<file path="config.mk">
export PLATFORM = sky130hd
export DESIGN_NAME = slave
export DESIGN_NICKNAME = d
export VERILOG_FILES = /design/src/rtl/slave.sv
export SDC_FILE = /design/constraint.sdc
export NUM_CORES = 1
export LEC_CHECK = 0
export CORE_UTILIZATION = 56
export DETAILED_ROUTE_END_ITERATION = 10
export PLACE_DENSITY = 0.75
export REMOVE_ABC_BUFFERS = 1
export SYNTH_ARGS = -nofsm -noshare
export SYNTH_HDL_FRONTEND = slang
export SYNTH_SLANG_ARGS = --single-unit
</file>
<file path="constraint.sdc">
create_clock -name clk -period 2.4 [get_ports clk]
set_input_delay 0.48 -clock clk [delete_from_list [all_inputs] [get_ports clk]]
set_output_delay 0.48 -clock clk [all_outputs]
set_load 0.02 [all_outputs]
</file>
<file path="src/rtl/slave.sv">
// Two-wire serial link receiver.
// The bus lines are oversampled on clk, START/STOP and scl rising edges are
// decoded, and MESSAGE_LENGTH bits (LSB first) are assembled into a word
// that is presented with a one-cycle data_valid strobe.
//
// state        | meaning
// -------------+----------------------------------------------------------
// ST_IDLE      | bus idle or frame abandoned; waits for START
// ST_RECEIVE   | START seen; collecting data bits on scl rising edges
// ST_WAIT_STOP | full word delivered; expects STOP (or a new START)
module slave #(
    parameter int MESSAGE_LENGTH = 8
) (
    input  logic                      clk,
    input  logic                      rst,
    input  logic                      sda,
    input  logic                      scl,
    output logic [MESSAGE_LENGTH-1:0] data,
    output logic                      data_valid,
    output logic                      frame_error,
    output logic                      busy
);

    localparam int CW = $clog2(MESSAGE_LENGTH + 1);
    localparam logic [CW-1:0] LAST_IDX = CW'(MESSAGE_LENGTH - 1);
    localparam logic [CW-1:0] FULL_CNT = CW'(MESSAGE_LENGTH);

    localparam logic [1:0] ST_IDLE      = 2'd0;
    localparam logic [1:0] ST_RECEIVE   = 2'd1;
    localparam logic [1:0] ST_WAIT_STOP = 2'd2;

    logic sda_s1_q, sda_s2_q, sda_s3_q;
    logic scl_s1_q, scl_s2_q, scl_s3_q;

    logic [1:0]                state_q, state_d;
    logic [CW-1:0]             bit_count_q, bit_count_d;
    logic [MESSAGE_LENGTH-1:0] shift_q, shift_d;
    logic [MESSAGE_LENGTH-1:0] data_q, data_d;
    logic                      data_valid_q, data_valid_d;
    logic                      frame_error_q, frame_error_d;
    logic                      busy_q, busy_d;

    logic                      start_evt, stop_evt, sample_evt;
    logic [MESSAGE_LENGTH-1:0] shift_ins;

    // Three-stage capture of both lines; idle bus is high, so reset to 1.
    always_ff @(posedge clk or posedge rst) begin
        if (rst) begin
            sda_s1_q <= 1'b1;
            sda_s2_q <= 1'b1;
            sda_s3_q <= 1'b1;
            scl_s1_q <= 1'b1;
            scl_s2_q <= 1'b1;
            scl_s3_q <= 1'b1;
        end else begin
            sda_s1_q <= sda;
            sda_s2_q <= sda_s1_q;
            sda_s3_q <= sda_s2_q;
            scl_s1_q <= scl;
            scl_s2_q <= scl_s1_q;
            scl_s3_q <= scl_s2_q;
        end
    end

    // START/STOP need scl stable high across both samples, so an sda change
    // coincident with an scl edge is seen only as the scl edge.
    assign start_evt  = scl_s2_q & scl_s3_q & sda_s3_q & ~sda_s2_q;
    assign stop_evt   = scl_s2_q & scl_s3_q & ~sda_s3_q & sda_s2_q;
    assign sample_evt = scl_s2_q & ~scl_s3_q;

    // Shift register with the current sda sample dropped into slot bit_count.
    always_comb begin
        shift_ins = shift_q;
        for (int i = 0; i < MESSAGE_LENGTH; i++) begin
            if (bit_count_q == CW'(i)) begin
                shift_ins[i] = sda_s2_q;
            end
        end
    end

    // Frame sequencing: next state, bit counter, word assembly and strobes.
    always_comb begin
        state_d       = state_q;
        bit_count_d   = bit_count_q;
        shift_d       = shift_q;
        data_d        = data_q;
        data_valid_d  = 1'b0;
        frame_error_d = 1'b0;
        busy_d        = busy_q;
        case (state_q)
            ST_IDLE: begin
                if (start_evt) begin
                    state_d     = ST_RECEIVE;
                    bit_count_d = '0;
                    shift_d     = '0;
                    busy_d      = 1'b1;
                end
            end
            ST_RECEIVE: begin
                if (start_evt) begin
                    bit_count_d = '0;
                    shift_d     = '0;
                end else if (stop_evt) begin
                    frame_error_d = 1'b1;
                    state_d       = ST_IDLE;
                    busy_d        = 1'b0;
                    bit_count_d   = '0;
                end else if (sample_evt) begin
                    shift_d = shift_ins;
                    if (bit_count_q == LAST_IDX) begin
                        data_d       = shift_ins;
                        data_valid_d = 1'b1;
                        state_d      = ST_WAIT_STOP;
                        bit_count_d  = FULL_CNT;
                    end else begin
                        bit_count_d = bit_count_q + CW'(1);
                    end
                end
            end
            ST_WAIT_STOP: begin
                if (stop_evt) begin
                    state_d     = ST_IDLE;
                    busy_d      = 1'b0;
                    bit_count_d = '0;
                end else if (start_evt) begin
                    state_d     = ST_RECEIVE;
                    bit_count_d = '0;
                    shift_d     = '0;
                end else if (sample_evt) begin
                    frame_error_d = 1'b1;
                    state_d       = ST_IDLE;
                    busy_d        = 1'b0;
                    bit_count_d   = '0;
                end
            end
            default: begin
                state_d     = ST_IDLE;
                busy_d      = 1'b0;
                bit_count_d = '0;
            end
        endcase
    end

    // State and output registers.
    always_ff @(posedge clk or posedge rst) begin
        if (rst) begin
            state_q       <= ST_IDLE;
            bit_count_q   <= '0;
            shift_q       <= '0;
            data_q        <= '0;
            data_valid_q  <= 1'b0;
            frame_error_q <= 1'b0;
            busy_q        <= 1'b0;
        end else begin
            state_q       <= state_d;
            bit_count_q   <= bit_count_d;
            shift_q       <= shift_d;
            data_q        <= data_d;
            data_valid_q  <= data_valid_d;
            frame_error_q <= frame_error_d;
            busy_q        <= busy_d;
        end
    end

    assign data        = data_q;
    assign data_valid  = data_valid_q;
    assign frame_error = frame_error_q;
    assign busy        = busy_q;

endmodule

</file>
==> flow_metrics.rpt <==
==== FLOW RESULTS ====
----------------------------------------------------
[STA]
  Final total negative setup slack ........................ 0 ns
  Relative slew slack ........................ 65.14%

[Min path]
  Worst min-delay path category ........................ reg2reg

[Drt]
  Via/cell ratio ........................ 5.954
  DRC violations left ........................ 2
  Starting DRT DRC Count ........................ 76

[Clock tree]
  CTS H-tree depth ........................ 2
  Clock Tree Root ........................ sky130_fd_sc_hd__clkbuf_4
  Cts bufs inserted ........................ 5
  Post-cts resize count ........................ 0

[Pwr]
  Ratio of total power to cell area ........................ 928.8 nW/µm²
  Standby leakage power ........................ 0.8700 nW
  Switch Pwr ........................ 0.6538 mW
  Internal Power ........................ 1.155 mW
  Clock-net power ........................ 0.427 mW

[Status]
  Violations in the final reports ........................ design-rule violations
  Outcome ........................ complete, but fails checks

[Yosys]
  MUX share of area ........................ 4.219%
  Post-synthesis share of cell area spent on and-or and or-and gates ........................ 21.32%
  Simple share ........................ 18.06%
  XOR-XNOR Cells, Area Fraction ........................ 0.5181%
  Synthesis-stage register bit count ........................ 30
  Count of mapped cells out of synthesis ........................ 168
  Synth Seq Share ........................ 44.86%
  Biggest area consumer among synthesized cells ........................ sky130_fd_sc_hd__dfrtp_1
  Primary flip-flop cell chosen by synthesis mapping ........................ sky130_fd_sc_hd__dfrtp_1

[Critical path]
  Biggest fanout along the worst timing path ........................ 10
  Endpoint type of the worst setup path ........................ register
  Worst Setup Path Type ........................ reg2reg
  Arrival time at the worst endpoint ........................ 2.24 ns

[Layout]
  Post-route design area ........................ 1947 µm²
  Layout Cells excl Fill ........................ 219

[Place]
  Detailed placement HPWL ........................ 2487 µm
  RD Place Congestion ........................ 0.8520
  Placed inst area ........................ 1862 µm²

[Die]
  Floorplan utilization ........................ 60.26%
  Die X-Extent ........................ 56.94 µm

[Global route]
  Number of global-route vias before repair ........................ 1301

----------------------------------------------------
routing by layer:
metal | wire length (µm) | vias to the layer above | GRT usage (%)
met5 | 0 | - | 0
met4 | 56 | 0 | 12.54
met3 | 111 | 7 | 4.762
met2 | 1742 | 22 | 42.02
met1 | 1546 | 627 | 28.38
li1 | - | 648 | -
worst max-delay path, stage by stage (launching register included):
cell	delay (ns)
sky130_fd_sc_hd__dfrtp_1	0.44
sky130_fd_sc_hd__inv_1	0.11
sky130_fd_sc_hd__ha_1	0.31
sky130_fd_sc_hd__nand2_1	0.13
sky130_fd_sc_hd__a31oi_2	0.15
sky130_fd_sc_hd__or3_4	0.42
sky130_fd_sc_hd__a221o_1	0.35
flip-flops by register name, indices dropped and copies added (netlist names):
name / flops
shift_q: 7
state_q: 2
data: 8
scl_s2_q: 1
data_valid: 1
busy: 1
sda_s3_q: 1
sda_s1_q: 1
scl_s1_q: 1
frame_error: 1
sda_s2_q: 1
bit_count_q: 4
scl_s3_q: 1
worst paths after layout:
path,from,endpoint,slack (ns),cells past startpoint
worst max-delay path,state_q[1],shift_q[1],0.38,6
worst min-delay path,scl_s1_q,scl_s2_q,0.36,0
worst max register to register,state_q[1],shift_q[1],0.38,6
worst min register to register,scl_s1_q,scl_s2_q,0.36,0
max in group asynchronous,rst,sda_s1_q,1.58,3
min in group asynchronous,rst,shift_q[6],0.50,3
final cells by class:
class / count / area (µm²)
fill: 224 / 858.3
tap: 31 / 38.79
multi-input combinational: 119 / 845.8
sequential: 30 / 758.2
inverter: 13 / 48.80
clock buffer: 7 / 55.05
timing repair buffer: 18 / 170.2
clock inverter: 1 / 30.03
cell families (layout without fill, tap and decap cells):
kind of cell | count (synthesis) | in the layout
simple gates | 53 | 53
compound gates | 50 | 50
flops | 30 | 30
buf+inv | 19 | 39
fa+ha+maj | 8 | 8
mux | 7 | 7
xor+xnor | 1 | 1
cell usage in the layout, fill, tap and decap left out, types with 2 or more instances in the layout:
master,netlist,final
sky130_fd_sc_hd__dfrtp_1,24,24
sky130_fd_sc_hd__nand2_1,18,18
sky130_fd_sc_hd__clkdlybuf4s50_1,0,14
sky130_fd_sc_hd__inv_1,13,13
sky130_fd_sc_hd__o21ai_0,11,11
sky130_fd_sc_hd__a21oi_1,9,9
sky130_fd_sc_hd__ha_1,8,8
sky130_fd_sc_hd__mux2i_1,6,6
sky130_fd_sc_hd__dfstp_2,6,6
sky130_fd_sc_hd__nand3_1,5,5
sky130_fd_sc_hd__clkbuf_4,0,5
sky130_fd_sc_hd__o221ai_1,4,4
sky130_fd_sc_hd__nor2_1,4,4
sky130_fd_sc_hd__buf_4,1,4
sky130_fd_sc_hd__nand2b_1,3,3
sky130_fd_sc_hd__and2b_1,3,3
sky130_fd_sc_hd__nor3_1,3,3
sky130_fd_sc_hd__nor3b_1,3,3
sky130_fd_sc_hd__or2_2,2,2
sky130_fd_sc_hd__nor2b_1,2,2
sky130_fd_sc_hd__o22ai_1,2,2
sky130_fd_sc_hd__a211o_1,2,2
sky130_fd_sc_hd__a31oi_1,2,2
sky130_fd_sc_hd__a211oi_1,2,2
sky130_fd_sc_hd__a221o_1,2,2
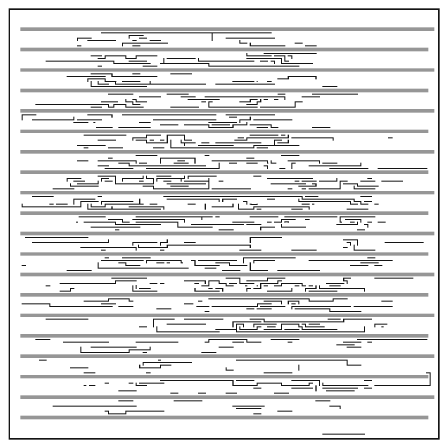
(images/m1.png)
Supply wires on this layer in gray.
main direction: horizontal
nets with wire on the layer: 174
share of all routed wire: 45%
final routed wirelength across all metal layers: 3457 µm
GR Layer Usage met1: 28.38%
via count: 1304

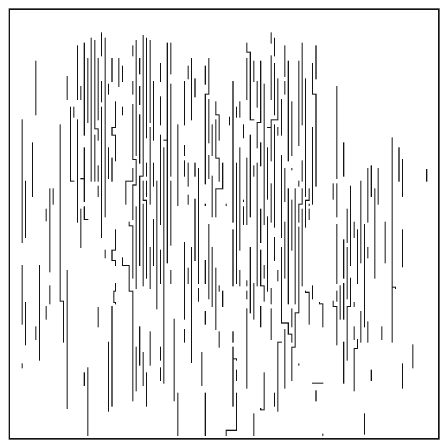
(images/m2.png)
share of all routed wire: 50%
longest straight run: 31.3 µm
wire length on this layer: 1740 µm
main direction: vertical
nets with wire on the layer: 161
met2 Use GR: 42.02%

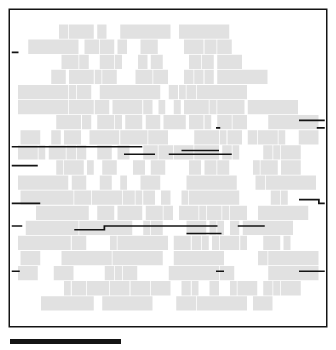
(images/m3.png)
The bar under the picture is 20 µm long. Cells faint in the background.
wire length on this layer: 112 µm
main direction: horizontal
longest straight run: 23.2 µm
share of all routed wire: 3.2%
nets with wire on the layer: 14
global-route met3 utilization: 4.762%

Power figures rest on the tool's default switching activity, not on a simulated workload.
